--- config.mk ---
export PLATFORM = sky130hd
export DESIGN_NAME = dmem_bridge_flat
export DESIGN_NICKNAME = d
export VERILOG_FILES = /design/src/rtl/dmem_pkg.sv /design/src/rtl/dmem_bridge_if.sv /design/src/rtl/dmem_load_align.sv /design/src/rtl/dmem_bridge.sv /design/src/flat_wrapper.sv
export SDC_FILE = /design/constraint.sdc
export NUM_CORES = 1
export LEC_CHECK = 0
export CAP_MARGIN = 15
export CELL_PAD_IN_SITES_DETAIL_PLACEMENT = 1
export CELL_PAD_IN_SITES_GLOBAL_PLACEMENT = 2
export CORE_UTILIZATION = 25
export CTS_CLUSTER_DIAMETER = 60
export DETAILED_ROUTE_END_ITERATION = 7
export PLACE_DENSITY = 0.86
export SYNTH_ARGS = -nofsm -noshare
export SYNTH_HDL_FRONTEND = slang
export SYNTH_HIERARCHICAL = 1
export SYNTH_SLANG_ARGS = --single-unit
export TNS_END_PERCENT = 1
--- constraint.sdc ---
create_clock -name clk -period 3.03 [get_ports clk]
set_input_delay 0.4545 -clock clk [delete_from_list [all_inputs] [get_ports clk]]
set_output_delay 0.4545 -clock clk [all_outputs]
set_load 0.03 [all_outputs]
--- src/rtl/dmem_pkg.sv ---
// Shared types and constants for the data-memory bridge.
package dmem_pkg;

    localparam int unsigned ADDR_W_DEF = 17;
    localparam int unsigned SIZE_W     = 2;

    localparam logic [SIZE_W-1:0] SZ_B = 2'd0;
    localparam logic [SIZE_W-1:0] SZ_H = 2'd1;
    localparam logic [SIZE_W-1:0] SZ_W = 2'd2;

    typedef enum logic [1:0] {
        ST_IDLE = 2'd0,
        ST_RD   = 2'd1,
        ST_RESP = 2'd2
    } state_e;

    // Half on an odd byte, or word (size 3 included) off a word boundary.
    function automatic logic misaligned(input logic [SIZE_W-1:0] size, input logic [1:0] off);
        logic mis;
        case (size)
            SZ_B:    mis = 1'b0;
            SZ_H:    mis = off[0];
            default: mis = (off != 2'b00);
        endcase
        return mis;
    endfunction

endpackage

--- src/rtl/dmem_bridge_if.sv ---
// Load/store-unit request and response handshakes of the data-memory bridge.
interface dmem_bridge_if;
    import dmem_pkg::*;

    logic              req_valid;
    logic              req_ready;
    logic              req_we;
    logic [SIZE_W-1:0] req_size;
    logic              req_unsigned;
    logic [31:0]       req_addr;
    logic [31:0]       req_wdata;
    logic              rsp_valid;
    logic              rsp_ready;
    logic [31:0]       rsp_rdata;
    logic              rsp_err;

    modport master (
        output req_valid, req_we, req_size, req_unsigned, req_addr, req_wdata, rsp_ready,
        input  req_ready, rsp_valid, rsp_rdata, rsp_err
    );

    modport slave (
        input  req_valid, req_we, req_size, req_unsigned, req_addr, req_wdata, rsp_ready,
        output req_ready, rsp_valid, rsp_rdata, rsp_err
    );

endinterface

--- src/rtl/dmem_load_align.sv ---
// Selects the addressed byte/half of a RAM word and sign- or zero-extends it.
module dmem_load_align
    import dmem_pkg::*;
(
    input  logic [31:0]       rdata,
    input  logic [1:0]        off,
    input  logic [SIZE_W-1:0] size,
    input  logic              is_unsigned,
    output logic [31:0]       data_c
);

    logic [7:0]  byte_v;
    logic [15:0] half_v;

    assign byte_v = 8'(rdata >> {off, 3'b000});
    assign half_v = 16'(rdata >> {off[1], 4'b0000});

    always_comb begin
        data_c = rdata;
        case (size)
            SZ_B:    data_c = is_unsigned ? 32'(byte_v) : {{24{byte_v[7]}}, byte_v};
            SZ_H:    data_c = is_unsigned ? 32'(half_v) : {{16{half_v[15]}}, half_v};
            default: data_c = rdata;
        endcase
    end

endmodule

--- src/rtl/dmem_bridge.sv ---
// LSU-to-block-RAM bridge: one request at a time, registered response.
// DMEM_MISALIGN_TRAP_EN: misaligned accesses skip the RAM and respond with rsp_err.
module dmem_bridge
    import dmem_pkg::*;
#(
    parameter int unsigned ADDR_W = ADDR_W_DEF
) (
    input  logic              clk,
    input  logic              resetn,
    dmem_bridge_if.slave      bus,
    output logic              ram_en,
    output logic [3:0]        ram_we,
    output logic [ADDR_W-1:0] ram_addr,
    output logic [31:0]       ram_wdata,
    input  logic [31:0]       ram_rdata
);

    state_e            state_q, state_d;
    logic              accept_c;
    logic              trap_c;
    logic [3:0]        mask_c;
    logic [31:0]       lane_c;
    logic [31:0]       align_c;
    logic [ADDR_W-1:0] addr_q;
    logic [1:0]        off_q;
    logic [SIZE_W-1:0] size_q;
    logic              uns_q;
    logic              rdy_q;
    logic              vld_q;
    logic              err_q;
    logic [31:0]       rdata_q;
    logic              unused_addr;

    assign unused_addr = ^{bus.req_addr[31:ADDR_W+2]};

`ifdef DMEM_MISALIGN_TRAP_EN
    assign trap_c = misaligned(bus.req_size, bus.req_addr[1:0]);
`else
    assign trap_c = 1'b0;
`endif

    // Store byte lanes; misaligned halves/words fall onto their aligned lanes.
    always_comb begin
        mask_c = 4'b1111;
        lane_c = bus.req_wdata;
        case (bus.req_size)
            SZ_B: begin
                mask_c = 4'b0001 << bus.req_addr[1:0];
                lane_c = {4{bus.req_wdata[7:0]}};
            end
            SZ_H: begin
                mask_c = 4'b0011 << {bus.req_addr[1], 1'b0};
                lane_c = {2{bus.req_wdata[15:0]}};
            end
            default: begin
                mask_c = 4'b1111;
                lane_c = bus.req_wdata;
            end
        endcase
    end

    // Next state and RAM drive; resetn gates acceptance so reset kills ram_we at once.
    always_comb begin
        state_d   = state_q;
        accept_c  = 1'b0;
        ram_en    = 1'b0;
        ram_we    = 4'b0000;
        ram_addr  = addr_q;
        ram_wdata = 32'h0;
        case (state_q)
            ST_IDLE: begin
                if (bus.req_valid && resetn) begin
                    accept_c = 1'b1;
                    if (trap_c) begin
                        state_d = ST_RESP;
                    end else begin
                        ram_en   = 1'b1;
                        ram_addr = bus.req_addr[ADDR_W+1:2];
                        if (bus.req_we) begin
                            ram_we    = mask_c;
                            ram_wdata = lane_c;
                            state_d   = ST_RESP;
                        end else begin
                            state_d = ST_RD;
                        end
                    end
                end
            end
            ST_RD:   state_d = ST_RESP;
            ST_RESP: if (bus.rsp_ready) state_d = ST_IDLE;
            default: state_d = ST_IDLE;
        endcase
    end

    dmem_load_align u_align (
        .rdata       (ram_rdata),
        .off         (off_q),
        .size        (size_q),
        .is_unsigned (uns_q),
        .data_c      (align_c)
    );

    always_ff @(posedge clk or negedge resetn) begin
        if (!resetn) begin
            state_q <= ST_IDLE;
            rdy_q   <= 1'b1;
            vld_q   <= 1'b0;
            err_q   <= 1'b0;
            rdata_q <= 32'h0;
            off_q   <= 2'b00;
            size_q  <= SZ_B;
            uns_q   <= 1'b0;
            addr_q  <= '0;
        end else begin
            state_q <= state_d;
            rdy_q   <= (state_d == ST_IDLE);
            vld_q   <= (state_d == ST_RESP);
            if (ram_en) addr_q <= ram_addr;
            if (accept_c) begin
                off_q  <= bus.req_addr[1:0];
                size_q <= bus.req_size;
                uns_q  <= bus.req_unsigned;
                err_q  <= trap_c;
                if (bus.req_we || trap_c) rdata_q <= 32'h0;
            end
            if (state_q == ST_RD) rdata_q <= align_c;
        end
    end

    assign bus.req_ready = rdy_q;
    assign bus.rsp_valid = vld_q;
    assign bus.rsp_rdata = rdata_q;
    assign bus.rsp_err   = err_q;

endmodule

--- src/flat_wrapper.sv ---
// flat-port wrapper written by rule: the top's interface ports become plain ports
module dmem_bridge_flat import dmem_pkg::*;
#(
    parameter int unsigned ADDR_W = ADDR_W_DEF
)
  (clk, resetn, ram_en, ram_we, ram_addr, ram_wdata, ram_rdata, bus_req_valid, bus_req_we, bus_req_size, bus_req_unsigned, bus_req_addr, bus_req_wdata, bus_rsp_ready, bus_req_ready, bus_rsp_valid, bus_rsp_rdata, bus_rsp_err);
  dmem_bridge_if bus_i ();
  input  logic clk;
  input  logic resetn;
  output logic ram_en;
  output logic [3:0] ram_we;
  output logic [ADDR_W-1:0] ram_addr;
  output logic [31:0] ram_wdata;
  input  logic [31:0] ram_rdata;
  input wire logic [$bits(bus_i.req_valid)-1:0] bus_req_valid;
  input wire logic [$bits(bus_i.req_we)-1:0] bus_req_we;
  input wire logic [$bits(bus_i.req_size)-1:0] bus_req_size;
  input wire logic [$bits(bus_i.req_unsigned)-1:0] bus_req_unsigned;
  input wire logic [$bits(bus_i.req_addr)-1:0] bus_req_addr;
  input wire logic [$bits(bus_i.req_wdata)-1:0] bus_req_wdata;
  input wire logic [$bits(bus_i.rsp_ready)-1:0] bus_rsp_ready;
  output wire logic [$bits(bus_i.req_ready)-1:0] bus_req_ready;
  output wire logic [$bits(bus_i.rsp_valid)-1:0] bus_rsp_valid;
  output wire logic [$bits(bus_i.rsp_rdata)-1:0] bus_rsp_rdata;
  output wire logic [$bits(bus_i.rsp_err)-1:0] bus_rsp_err;
  assign bus_i.req_valid = bus_req_valid;
  assign bus_i.req_we = bus_req_we;
  assign bus_i.req_size = bus_req_size;
  assign bus_i.req_unsigned = bus_req_unsigned;
  assign bus_i.req_addr = bus_req_addr;
  assign bus_i.req_wdata = bus_req_wdata;
  assign bus_i.rsp_ready = bus_rsp_ready;
  assign bus_req_ready = bus_i.req_ready;
  assign bus_rsp_valid = bus_i.rsp_valid;
  assign bus_rsp_rdata = bus_i.rsp_rdata;
  assign bus_rsp_err = bus_i.rsp_err;
  dmem_bridge #(.ADDR_W(ADDR_W)) u_core (.clk(clk), .resetn(resetn), .bus(bus_i), .ram_en(ram_en), .ram_we(ram_we), .ram_addr(ram_addr), .ram_wdata(ram_wdata), .ram_rdata(ram_rdata));
endmodule
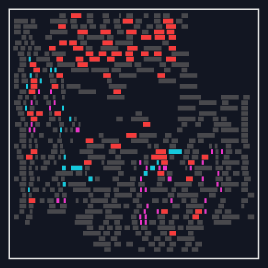
(run_1/gates.png)
Drawn at 2 px/um.
legend:
  magenta:
    family: nand cells
    cells: 37
    most_used: nand2_1
  cyan:
    family: nor cells
    cells: 20
    most_used: nor2_1
  red:
    family: mux cells
    cells: 66
    most_used: mux2i_1
fin cells: 707
most numerous logic cell after layout: clkdlybuf4s50_1
Comb/total area: 34.0%

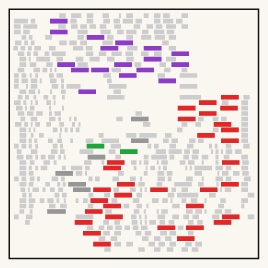
(run_1/ff_map.png)
Drawn at 2 px/um. Other sequential cells in the stronger gray, the rest of the logic in the fainter gray.
legend:
  red:
    name_in_the_netlist: `u_core/bus.rsp_rdata`
    sequential_cells: 32
  purple:
    name_in_the_netlist: `u_core/addr_q`
    sequential_cells: 17
  green:
    name_in_the_netlist: `u_core/size_q`
    sequential_cells: 2
not colored: 7
flop share of the area: 24.5%
post-layout util: 40.8%
sequential power: 1420 uW
Flop area: 1450 um^2

==> notes.md, run 1 <==
yosys + openroad results -> Setup crit end=ram_addr[10], Worst setup EP type=output pin, die width=124 um, yosys adder share=0%, WL/cell=19.1 um, Sink Count=around 58, Setup Fix Bufs, Post-CTS=0, post-route minimum period=about 2900 ps, final hold viol count=0, Crit path top cell by count=clkdlybuf4s50_1, All-Layer GR Usage=a little under a fifth, Top Metal Used=met4, grt peak-use layer=met2, Hold-fix buffers, CTS=0, drt drc=0, startpoint types=primary input, Syn. warnings=6, register share of total power=roughly a quarter, critical-path cell list=clkdlybuf4s50_1, nand2_1, nor3_4, buf_12, mux2_4, clkdlybuf4s50_1, tool warnings=39, Worst Path Required=2580 ps, reg-to-reg slack, setup=about 1000 ps, FILL cells=1623, syn avg cell area=10.9 um^2, setup TNS=0 ps, starting DRC count in detailed routing=approximately 160, Largest register FFs=32, clk_skew=7.71 ps, status=finished, final reports clean, placed cells=between 600 and 700, fin crit share=94.4%, met3 wire length=approximately 1000 um, RSZ-0062 raised after global routing=false, Cells after Synth=342, drt pass-1 iters=4, routed vias=approximately 3600, Flops after synth=58, DP Wirelength=approximately 10000 um, synth unique cells=between 40 and 50, CTS tree=done, # port buffers=178, clock buffer depth=2, grt total ovfl=0, Basic Gates by Area=8.76%, die height=124 um, pwr dens=about 970 nW/um^2, crit path launch=bus_req_valid, Placer Congestion=0.824, Final nets=622, Synth Seq Share=39.1%, Vias/cell=roughly 5.0, sw frac=40.9%, Chip Area, Yosys=approximately 3700 um^2, Logic pwr share=55.6%, r2r worst-path depth=4, RR Endpoint=u_core/bus.rsp_rdata[0], CP Max Fanout=24, met2 wire len=6930 um, total net switching power=roughly 2300 uW, number of diodes=0, final slew viol count=0, largest net degree at the start of global routing=roughly 53, leakage dissipation=around 0.0025 uW, Core Footprint=approximately 15000 um^2, Mapped Nets=roughly 450
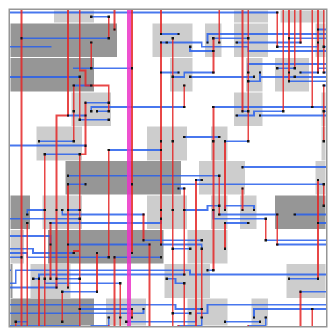
(run_1/closeup.png)
Region (49, 25) to (74, 50) um. Cells in gray, sequential cells in the stronger gray; small squares are vias.
legend:
  blue:
    layer: M1
  magenta:
    layer: M4
  red:
    layer: M2
sequential cells in the window: 5
most frequent: nand2_1 (6), dfrtp_1 (5), o21ai_2 (5)
netlist names of flops here include: `u_core/bus.rsp_rdata` (5)
cells with their middle in the window: 29

## run 1: power by group through the flow
stage,clock network (uW),logic (uW),registers [uW]
final,1130,3180,1420
after global routing,1190,3390,1470
after CTS,1150,3200,1420
after detailed placement,0,3190,1430
after global placement,0,3110,1410
after floorplan,0,1750,1720
## run 1: cell type report
type	instances	area [um^2]	share of cell area, %
multi-input cells	250	2020	34.0
repair buffers	195	1890	31.8
flip-flops and latches	58	1450	24.5
clock buffers	10	239	4.03
well taps	184	230	3.88
clock inverters	6	88.8	1.50
inverters	4	15.0	0.253
## run 1: through the flow
stage / power [uW] / instance area [um^2] / worst slack (ps) / util, % / hold WS (ps)
6_report: 5720 / 5930 / 168 / 40.8 / 115
5_1_grt: 6050 / 5930 / 84.3 / 40.8 / 112
4_1_cts: 5770 / 5930 / 159 / 40.8 / 102
3_5_place_dp: 4610 / 5600 / 163 / 38.5 / 458
3_3_place_gp: 4520 / 5600 / 197 / 38.5 / 459
2_1_floorplan: 3470 / 3710 / 969 / - / 159
## run 1: synth_stat cells (all sizes together), types with 5 or more instances
| cell type | instances | area share [%] |
|---|---|---|
| dfrtp | 57 | 38 |
| a22o | 40 | 9.4 |
| mux2 | 40 | 14 |
| nand2 | 34 | 3.5 |
| o21ai | 34 | 5.6 |
| buf | 25 | 5.6 |
| mux2i | 25 | 6.7 |
| a21oi | 15 | 2.1 |
| nor2 | 14 | 1.5 |
| a211oi | 8 | 1.6 |
| a221o | 8 | 2.2 |
| and2 | 8 | 1.3 |
| o221a | 8 | 2.4 |
| clkbuf | 5 | 0.54 |
## run 1: worst max-delay path, delay by kind of cell
family | cells | cell delay [ps]
buf+inv | 3 | 1310
mux | 1 | 320
simple gates | 2 | 310
==> run 2, diff against run 1 <==
--- a/config.mk
+++ b/config.mk
@@ -11,6 +11,7 @@
 export CORE_UTILIZATION = 25
 export CTS_CLUSTER_DIAMETER = 60
 export DETAILED_ROUTE_END_ITERATION = 7
+export HOLD_SLACK_MARGIN = 0.1
 export PLACE_DENSITY = 0.86
 export SYNTH_ARGS = -nofsm -noshare
 export SYNTH_HDL_FRONTEND = slang
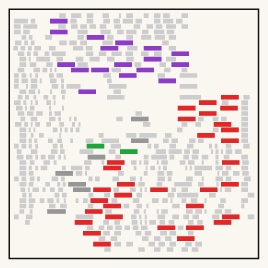
(run_2/ff_map.png)
Drawn at 2 px/um. Other sequential cells in the stronger gray, the rest of the logic in the fainter gray.
legend:
  red:
    name_in_the_netlist: `u_core/bus.rsp_rdata`
    sequential_cells: 32
  purple:
    name_in_the_netlist: `u_core/addr_q`
    sequential_cells: 17
  green:
    name_in_the_netlist: `u_core/size_q`
    sequential_cells: 2

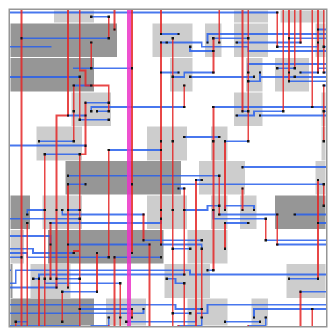
(run_2/closeup.png)
Region (49, 25) to (74, 50) um. Cells in gray, sequential cells in the stronger gray; small squares are vias.
legend:
  blue:
    layer: M1
  red:
    layer: M2
  magenta:
    layer: M4
netlist names of flops here include: `u_core/bus.rsp_rdata` (5)
most frequent: nand2_1 (6), dfrtp_1 (5), o21ai_2 (5)
cells with their middle in the window: 29
sequential cells in the window: 5

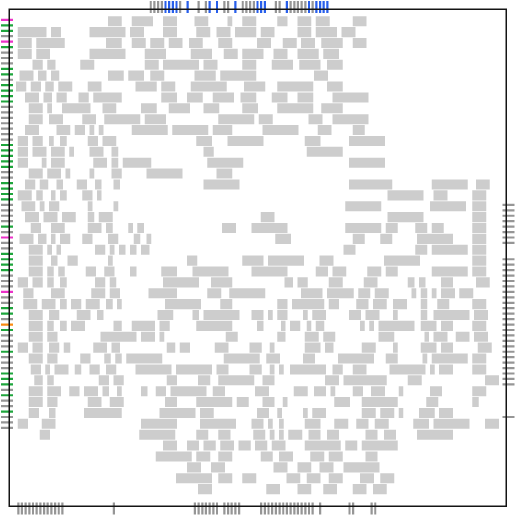
(run_2/pinout.png)
Drawn at 4 px/um. Pins as bars across the die edge, other pins in gray.
legend:
  blue:
    port: `ram_addr`
    pins: 17
    direction: output
    edge: north
  orange:
    port: `bus_rsp_valid`
    pins: 1
    direction: output
    edge: west
  magenta:
    port: `ram_we`
    pins: 4
    direction: output
    edge: west
  green:
    port: `ram_wdata`
    pins: 32
    direction: output
    edge: west
die height: 124 um
die width: 124 um
# port buffers: 178

==> notes.md, run 2 <==
yosys + openroad results -> Tot Pwr=5720 uW (unchanged), Mapped Nets=446 (unchanged), syn avg cell area=10.9 um^2 (unchanged), Core Footprint=14500 um^2 (unchanged), Synth Seq Share=39.1% (unchanged), drt pass-1 iters=4 (unchanged), Sink Count=58 (unchanged), final hold slack=115 ps (unchanged), Worst Path Required=2580 ps (about the same), drt drc=0 (unchanged), Synth area leader=dfrtp_1 (unchanged), share of Yosys cell area claimed by the top area cell type=38.4% (unchanged), flip-flops with a built-in enable=0 (unchanged), WL final=13500 um (unchanged), Syn. warnings=6 (unchanged), clock buffer depth=2 (unchanged), Setup Fix Bufs, Post-CTS=0 (unchanged), Final nets=622 (unchanged), # setup viols final=0 (unchanged), placed cells=691 (unchanged), status=finished, final reports clean (unchanged), number of diodes=0 (unchanged), grt peak-use layer=met2 (unchanged), Placer Congestion=0.824 (unchanged), pwr dens=965 nW/um^2 (unchanged), All-Layer GR Usage=18.1% (unchanged), post-layout util=40.8% (unchanged), Hold-fix buffers, CTS=0 (unchanged), synth unique cells=41 (unchanged), starting DRC count in detailed routing=156 (unchanged), fin crit share=94.4% (unchanged), reg-to-reg slack, setup=1020 ps (about the same), crit path launch=bus_req_valid (unchanged), WL/cell=19.1 um (unchanged), vias in the first global route=3797 (unchanged), post-route minimum period=2860 ps (unchanged), CTS tree=done (unchanged), routing usage on met2=31.9% (unchanged), top cells by area=dfrtp_1, a22o_1, mux2_4 (unchanged), most numerous cell in the Yosys netlist=dfrtp_1 (unchanged), final hold viol count=0 (unchanged), clk_skew=7.71 ps (unchanged), Cells after Synth=342 (unchanged), RSZ-0062 raised after global routing=false (unchanged), grt total ovfl=0 (unchanged), Largest register FFs=32 (unchanged), startpoint types=primary input (unchanged), Vias/cell=5.05 (unchanged), most numerous logic cell after layout=clkdlybuf4s50_1 (unchanged), FILL cells=1623 (unchanged), largest net degree at the start of global routing=53 (unchanged), top cells by count=dfrtp_1, a22o_1, nand2_1, mux2i_1, o21ai_0 (unchanged), final slew viol count=0 (unchanged), leakage dissipation=0.00255 uW (unchanged), CP Max Fanout=24 (unchanged), DP Wirelength=10400 um (unchanged)
[run 2: routing by layer]
layer,routed length (um),vias up
li1,-,1640
met1,5380,1769
met2,6930,144
met3,1030,14
met4,191,0
met5,0,-
[run 2: stage by stage]
step	worst slack [ps]	instance area [um^2]
3_3_place_gp	197	5600
3_5_place_dp	163	5600
5_1_grt	84.3	5930
6_report	168	5930
2_1_floorplan	969	3710
4_1_cts	159	5930
[run 2: cell type report]
class	instances	area (um^2)	share of cell area [%]
multi-input combinational	250	2020	34.0
timing repair buffer	195	1890	31.8
sequential	58	1450	24.5
clock buffer	10	239	4.03
tap	184	230	3.88
clock inverter	6	88.8	1.50
inverter	4	15.0	0.253
[run 2: final timing paths]
check / depth (start not counted) / end
min in group clk: 1 / u_core/uns_q
hold reg to reg: 1 / u_core/uns_q
setup reg to reg: 4 / u_core/bus.rsp_rdata[0]
hold / removal: 2 / u_core/bus.rsp_rdata[31]
max in group asynchronous: 2 / u_core/addr_q[4]
setup / recovery: 6 / ram_addr[10]
[run 2: cell families after synthesis]
logic type / count (synthesis) / share of synthesized area, %
buffers and inverters: 34 / 6.54
AOI/OAI and AO/OA: 116 / 24.0
DFF: 58 / 39.1
other: 1 / 0.101
and+or+nand+nor: 67 / 8.76
muxes: 66 / 21.5
[run 2: critical path, stage by stage]
cell,delay (ps)
clkdlybuf4s50_1,480
nand2_1,130
nor3_4,180
buf_12,220
mux2_4,320
clkdlybuf4s50_1,610
[run 2: where the power goes]
group	switching, uW	internal (uW)	total [uW]
Sequential	278	1140	1420
Combinational	1680	1500	3180
Clock	384	743	1130
Power figures rest on the tool's default switching activity, not on a simulated workload.
